==> src/rtl/scaled_normalizer.sv <==
// Renormalises a scaled result {scale[2:0], signed mantissa[12:0]}. It shifts the
// mantissa left one bit per cycle until no redundant sign bit is left or the scale saturates.
module scaled_normalizer #(
  parameter int MAX_SCALE = 7
) (
  input  logic        clk,
  input  logic        rst,
  input  logic        in_valid,
  output logic        in_ready,
  input  logic [15:0] in_data,
  input  logic        in_invalid,
  output logic        out_valid,
  input  logic        out_ready,
  output logic [15:0] out_data,
  output logic        out_invalid,
  output logic [2:0]  out_shift,
  output logic [1:0]  fsm_state
);

  // Handshakes: a transfer happens on a rising edge where valid and ready are both high.
  // The producer holds valid and data until that edge. The consumer may drop ready at any time.
  typedef enum logic [1:0] {
    IDLE  = 2'd0,
    SHIFT = 2'd1,
    DONE  = 2'd2
  } state_t;

  localparam logic [2:0] MAX_S = 3'(MAX_SCALE);

  state_t      state;
  state_t      state_next;
  logic [12:0] mant;
  logic [2:0]  scale;
  logic        inv;
  logic [2:0]  cnt;
  logic        can_shift;
  logic        in_zero;

  assign in_zero   = (in_data[12:0] == 13'd0);
  // Bits 12 and 11 must agree, so a shift never changes the sign.
  assign can_shift = (mant[12] == mant[11]) && (scale < MAX_S);

  always_comb begin
    state_next = state;
    case (state)
      IDLE: begin
        if (in_valid) begin
          if (in_invalid || in_zero) state_next = DONE;
          else                       state_next = SHIFT;
        end
      end
      SHIFT: begin
        if (!can_shift) state_next = DONE;
      end
      DONE: begin
        if (out_ready) state_next = IDLE;
      end
      default: state_next = IDLE;
    endcase
  end

  always_ff @(posedge clk) begin
    if (rst) begin
      state <= IDLE;
      mant  <= 13'd0;
      scale <= 3'd0;
      inv   <= 1'b0;
      cnt   <= 3'd0;
    end else begin
      state <= state_next;
      case (state)
        IDLE: begin
          if (in_valid) begin
            cnt <= 3'd0;
            inv <= in_invalid;
            // Zero is emitted as 16'h0000 no matter what its scale was. Flagged items pass through unchanged.
            if (!in_invalid && in_zero) begin
              mant  <= 13'd0;
              scale <= 3'd0;
            end else begin
              mant  <= in_data[12:0];
              scale <= in_data[15:13];
            end
          end
        end
        SHIFT: begin
          if (can_shift) begin
            mant  <= {mant[11:0], 1'b0};
            scale <= scale + 3'd1;
            cnt   <= cnt + 3'd1;
          end
        end
        default: ;
      endcase
    end
  end

  assign in_ready    = (state == IDLE) && !rst;
  assign out_valid   = (state == DONE);
  assign out_data    = {scale, mant};
  assign out_invalid = inv;
  assign out_shift   = cnt;
  assign fsm_state   = state;

endmodule

==> config.mk <==
export PLATFORM = sky130hd
export DESIGN_NAME = scaled_normalizer
export DESIGN_NICKNAME = d
export VERILOG_FILES = /design/src/rtl/scaled_normalizer.sv
export SDC_FILE = /design/constraint.sdc
export NUM_CORES = 1
export LEC_CHECK = 0
export ABC_AREA = 0
export CORE_MARGIN = 3
export CORE_UTILIZATION = 36
export DETAILED_ROUTE_END_ITERATION = 10
export PLACE_DENSITY = 0.73
export SETUP_SLACK_MARGIN = 0.1
export SLEW_MARGIN = 15
export SYNTH_ARGS = -nofsm -noshare
export SYNTH_HDL_FRONTEND = slang
export SYNTH_SLANG_ARGS = --single-unit
==> constraint.sdc <==
create_clock -name clk -period 1.7 [get_ports clk]
set_input_delay 0.51 -clock clk [delete_from_list [all_inputs] [get_ports clk]]
set_output_delay 0.51 -clock clk [all_outputs]
set_load 0.005 [all_outputs]
==> notes.md, run 1 <==
run results: status=finished clean, Mux area share=1.62%, hold_ws=0.512 ns, Num CTS Buffers=3, Clock Latency Late Sink=0.31 ns, Hold Crit Depth=2, logic area=823 sq um, number of enable flip-flop cells=0, end of the worst hold path=out_invalid, Reg power frac=36.4%, CP bufs+invs=3, metal3 WL=164 microns, Period minus WS final=1.67 ns, Comb gates=103, worst-path fanout max=5, most frequent cells in the layout=buf_4 (33), dlygate4sd2_1 (26), nand2_1 (24), dfxtp_2 (19), Non-clk invs=1, PortBufs=44, chip area=4170 sq um, top-level I/O count=45, Critical Path AT=1.87 ns, root buffer cell=clkbuf_4, max reg flops=13, hpwl dp=2.46 mm, Slew Limit Fails=0, ao+oa area frac=26.2%, RSZ-0062 raised after global routing=true, Area Growth Syn to Fin=81.5%, global-route wire length before repair=6.63 mm, registers=22, switch share=32.2%, worst reg2reg path endpoint=mant[12], busiest grt layer=met2, register area=475 sq um, met1 WL=1.73 mm, setup slack, reg-to-reg=0.03 ns, layout cells sized above 1=48.9%, max layer used=met4, post-synth area from yosys stat=1230 sq um, R2R depth=7, # Cells Yosys=136, Layout Skew=0.0115 ns, biggest area cells=dfxtp_1 (36%), a311oi_2 (15%), nand2_1 (7.3%), Net count, final=245, Post-DP Area=1780 sq um, Post-CTS Setup Bufs=24, routed length on met2=2.01 mm, GRT Total Usage=19.9%, total power=1780 uW, Comb area share=36.7%, Top Consumer=combinational cells, Main logic family=AND-OR/OR-AND gates, clock buf count=4, Synth cell types=35, Mapped Cells=136, Final Hold Viols=0, Post-Synthesis Net Count=159, Ys Warns=0, Comb pwr share=46.9%, M3 GR Usage=3.29%, non-clk buf share=37.8%, FF+latch count, synth=22, Routed wire per std cell=14.8 microns, delay-heaviest family, CP=simple AND/OR/NAND/NOR gates, # diodes=0, Reg clk slew, reported paths=0.13 ns, Int Pwr=1200 uW, DP Worst Slack=-0.427 ns, tool warnings=28, XORs/XNORs by Area=2.84%, Power Dens Cells=793 nW/um^2, post-route insts no fill=265, Achievable Freq=599 MHz, initial antenna violation count=0, DR vias/cell=4.99, First-pass DRT Iterations=4, Slew headroom=65.7%, CP Capture Type=flip-flop, Lkg Pwr=0.000998 uW, combinational gate power=834 uW, Top-area cell share=35.7%, Required @ worst endpoint=1.90 ns, main flop type=dfxtp_1, Simple-Gate Fraction of Synth Area=24.9%, Max Cap Viol=0, Starting DRT DRC Count=70, Largest Register=mant, remaining antenna violation count after routing=0, GP Congestion=0.836, most used logic cell in the final layout=buf_4, Buffers excl. clock=91, Starting Density=39.2%, Fillers=252, GRT met1 Usage=25.0%, critical path, cell by cell=buf_6 > or3b_4 > o31ai_4 > buf_4 > buf_12 > nor2_2 > a311oi_2, Worst-Margin Slew=0.509 ns, ys async rst share=0%, most frequent cell after synthesis=nand2_1, Clk network pwr share=16.6%, Adder Area Share=2.03%, setup ws final=0.0307 ns, largest area contributor in the netlist=dfxtp_1, worst hold path type=flip-flop to flip-flop, post-cts repair resize count=85, largest class=non-clock buffers, Remaining DRCs=0, Max stage delay cell, worst path=or3b_4, P_clk=296 uW, Mean Syn Cell Area=9.08 sq um, top cells by count=nand2_1 (24), dfxtp_1 (22), nor2_1 (21), Netlist Area Pre-Place=1230 sq um, CTS sink cnt=22, Worst setup SP type=flip-flop, maximum clock path buffer count=2, cts hold-fix bufs=0, critical path depth in cells=7, # setup viols final=0, CP max stage delay=0.41 ns, Crit Path Category=flip-flop to flip-flop, Worst R2R Start=fsm_state[0], Critical Path Start=fsm_state[0], Hold Startpoint=out_invalid, cycle use final=98.2%, Seq group=648 uW, CTS tree=yes, Clock-cell share=1.62%
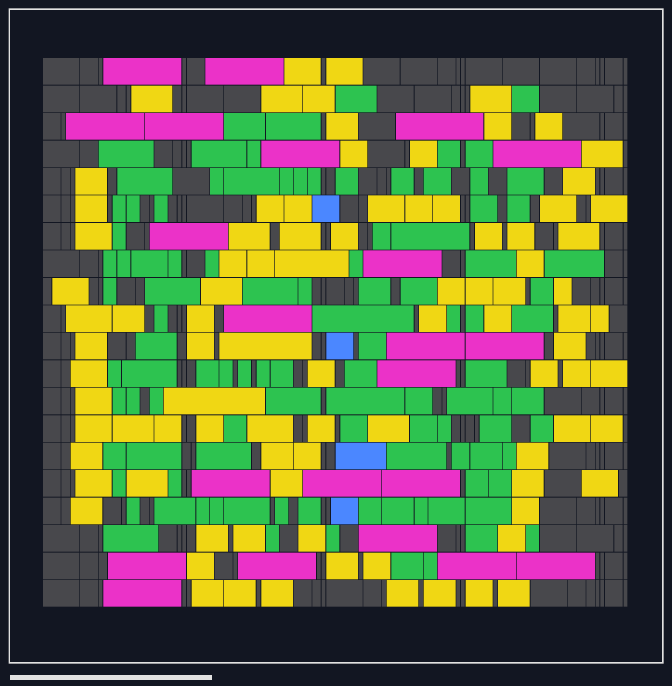
run_1/class_map.png
The bar under the picture is 20 microns long. Fill, decap, tap and diode cells in grey.
Key: clock drivers and dummy loads = blue [cells 4, share of their area 1.7%]; remaining buffers and delay cells = yellow [cells 91, share of their area 39%]; remaining logic cells = green [cells 104, share of their area 38%]; registers = magenta [cells 22, share of their area 22%]
fin area: 2240 sq um
Seq area share: 21.2%
Core ar.: 3150 sq um
row cnt: 20

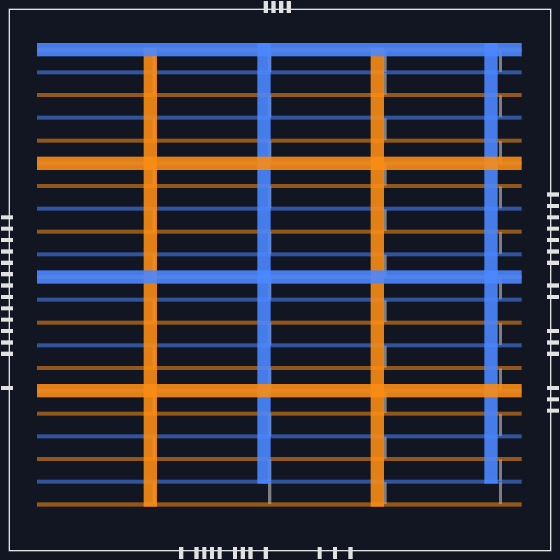
run_1/floorplan.png
Pins as bars on the die edge. Tap cells in grey.
Key: VSS = orange; VDD = blue
4 straps on met5. The core has 20 rows. 45 signal pins sit on the boundary. 4 straps on met4.
Die Ht: 64.6 microns
Max VDD drop: 381 uV
Die Wd: 64.6 microns

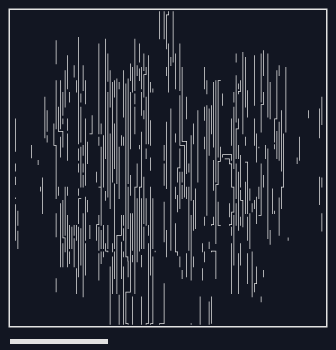
run_1/m2.png
The bar under the picture is 20 microns long.
The longest straight run is 35.4 microns. The layer holds 51% of the routed length. 214 nets have wire on it.
met2 GRT Util: 35.7%
Vias: 1323
final WL: 3.93 mm

==> run 2: changes to the inputs <==
--- a/config.mk
+++ b/config.mk
@@ -10,8 +10,10 @@
 export CORE_UTILIZATION = 36
 export DETAILED_ROUTE_END_ITERATION = 10
 export PLACE_DENSITY = 0.73
+export REMOVE_ABC_BUFFERS = 1
 export SETUP_SLACK_MARGIN = 0.1
 export SLEW_MARGIN = 15
 export SYNTH_ARGS = -nofsm -noshare
 export SYNTH_HDL_FRONTEND = slang
 export SYNTH_SLANG_ARGS = --single-unit
+export TNS_END_PERCENT = 100
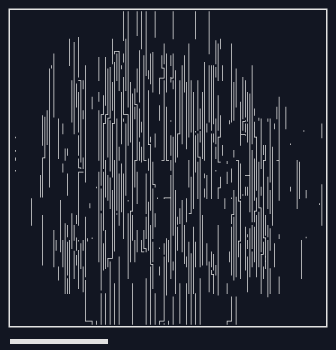
run_2/m2.png
The bar under the picture is 20 microns long.
The layer holds 54% of the routed length. The longest straight run is 24.1 microns.
final WL: 4.41 mm
met2 GRT Util: 42.3%
Vias: 1411

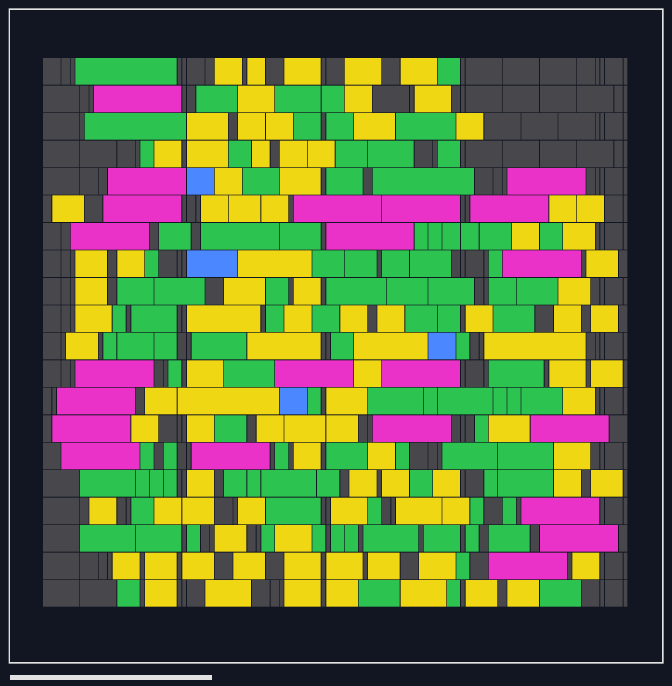
run_2/class_map.png
The bar under the picture is 20 microns long. Fill, decap, tap and diode cells in grey.
Key: registers = magenta [cells 22, share of their area 20%]; clock drivers and dummy loads = blue [cells 4, share of their area 1.6%]; remaining buffers and delay cells = yellow [cells 96, share of their area 39%]; remaining logic cells = green [cells 104, share of their area 39%]
Seq area share: 19.9%
final core utilization: 75.9%
fin area: 2390 sq um

==> notes.md, run 2 <==
run results: Power Dens Cells=797 nW/um^2 (+0.54%), main flop type=dfxtp_1, CTS sink cnt=22 (unchanged), Int Pwr=1280 uW (+6.0%), Main logic family=AND-OR/OR-AND gates, Remaining DRCs=0 (unchanged), Mean Syn Cell Area=9.08 sq um (unchanged), top cells by count=nand2_1 (24), dfxtp_1 (22), nor2_1 (21), Reg power frac=33.5% (-2.9 points), post-cts repair resize count=99 (+16%), Post-DP Area=1820 sq um (+1.8%), Adder Area Share=2.03% (unchanged), post-synth area from yosys stat=1230 sq um (unchanged), met1 WL=1.61 mm (-6.8%), root buffer cell=clkbuf_4, most used logic cell in the final layout=buf_4, # Cells Yosys=136 (unchanged), Buffers excl. clock=96 (+5.5%), hold_ws=0.512 ns (+0.000417 ns), Lkg Pwr=0.00107 uW (+7.2%), GRT met1 Usage=23.0% (-2.0 points), PortBufs=44 (unchanged), Net count, final=250 (+2.0%), clock buf count=4 (unchanged), initial antenna violation count=0 (unchanged), register area=475 sq um (unchanged), Reg clk slew, reported paths=0.12 ns (about the same), metal3 WL=196 microns (+20%), Critical Path AT=1.99 ns (+0.12 ns), Starting Density=39.2% (unchanged), end of the worst hold path=out_invalid, Layout Skew=0.00196 ns (-0.00958 ns), failing checks=setup timing, busiest grt layer=met2, non-clk buf share=38.3% (+0.52 points), GRT Total Usage=22.4% (+2.5 points), Max Cap Viol=0 (unchanged), setup slack, reg-to-reg=-0.07 ns (-0.10 ns), routed length on met2=2.39 mm (+19%), ys async rst share=0% (unchanged), Max VDD drop=622 uV (+63%), Achievable Freq=564 MHz (-5.8%), Comb gates=103 (unchanged), DP Worst Slack=-0.491 ns (-0.0641 ns), worst hold path type=flip-flop to flip-flop, First-pass DRT Iterations=4 (unchanged), cts hold-fix bufs=0 (unchanged), largest class=non-clock buffers, # setup viols final=8 (+8), Simple-Gate Fraction of Synth Area=24.9% (unchanged), Top-area cell share=35.7% (unchanged), Hold Crit Depth=2 (unchanged), Ys Warns=0 (unchanged), P_clk=300 uW (+1%), critical path, cell by cell=buf_6 > buf_6 > or3b_4 > o31ai_4 > buf_6 > buf_12 > nor2_4 > a311oi_2, # diodes=0 (unchanged), Fillers=218 (-13%), global-route wire length before repair=7.22 mm (+8.9%), switch share=33.1% (+0.86 points), most frequent cells in the layout=buf_4 (39), nand2_1 (24), dlygate4sd2_1 (23), dfxtp_2 (19), ao+oa area frac=26.2% (unchanged), status=finished, violations left, total power=1910 uW (+7.4%), max layer used=met4, M3 GR Usage=4.68% (+1.4 points), R2R depth=8 (+1), Mux area share=1.62% (unchanged), XORs/XNORs by Area=2.84% (unchanged), setup ws final=-0.0721 ns (-0.103 ns), largest area contributor in the netlist=dfxtp_1, setup TNS=-0.204 ns, maximum clock path buffer count=2 (unchanged), DR vias/cell=5.23 (+4.7%), Clock Latency Late Sink=0.32 ns (about the same), Period minus WS final=1.77 ns (+0.103 ns), Largest Register=mant, delay-heaviest family, CP=buffers and inverters, critical path depth in cells=8 (+1), hpwl dp=2.56 mm (+3.9%), Core ar.=3150 sq um (unchanged), layout cells sized above 1=55.8% (+6.9 points), biggest area cells=dfxtp_1 (36%), a311oi_2 (15%), nand2_1 (7.3%), Worst R2R Start=fsm_state[0], CTS tree=yes, Slew Limit Fails=0 (unchanged), cycle use final=104% (+6.0 points), Critical Path Start=fsm_state[0], row cnt=20 (unchanged), CP max stage delay=0.41 ns (about the same), Hold Startpoint=out_invalid, Die Ht=64.6 microns (unchanged), tool warnings=27 (-3.6%), logic area=906 sq um (+10%), Comb pwr share=50.8% (+3.9 points), most frequent cell after synthesis=nand2_1, top-level I/O count=45 (unchanged), Worst setup SP type=flip-flop, number of enable flip-flop cells=0 (unchanged), remaining antenna violation count after routing=0 (unchanged), worst-path fanout max=7 (+2), Final Hold Viols=0 (unchanged), CP bufs+invs=4 (+1), Max stage delay cell, worst path=or3b_4, most frequent cell on the critical path=buf_6, Non-clk invs=1 (unchanged), Netlist Area Pre-Place=1230 sq um (unchanged), combinational gate power=969 uW (+16%), Comb area share=37.8% (+1.1 points), registers=22 (unchanged), CP Capture Type=flip-flop, Synth cell types=35 (unchanged), Num CTS Buffers=3 (unchanged), Mapped Cells=136 (unchanged), post-route insts no fill=270 (+1.9%), RSZ-0062 raised after global routing=true, Required @ worst endpoint=1.92 ns (+0.02 ns), Worst-Margin Slew=0.455 ns (-0.0541 ns), Slew headroom=69.3% (+3.5 points), Die Wd=64.6 microns (unchanged), Clock-cell share=1.52% (-0.10 points), worst reg2reg path endpoint=mant[12], Crit Path Category=flip-flop to flip-flop, max reg flops=13 (unchanged), Seq group=640 uW (-1%), Post-CTS Setup Bufs=31 (+29%), Top Consumer=combinational cells, GP Congestion=0.825 (-1.4%), Clk network pwr share=15.7% (-0.9 points)
Power is estimated from default activity; no workload was simulated.
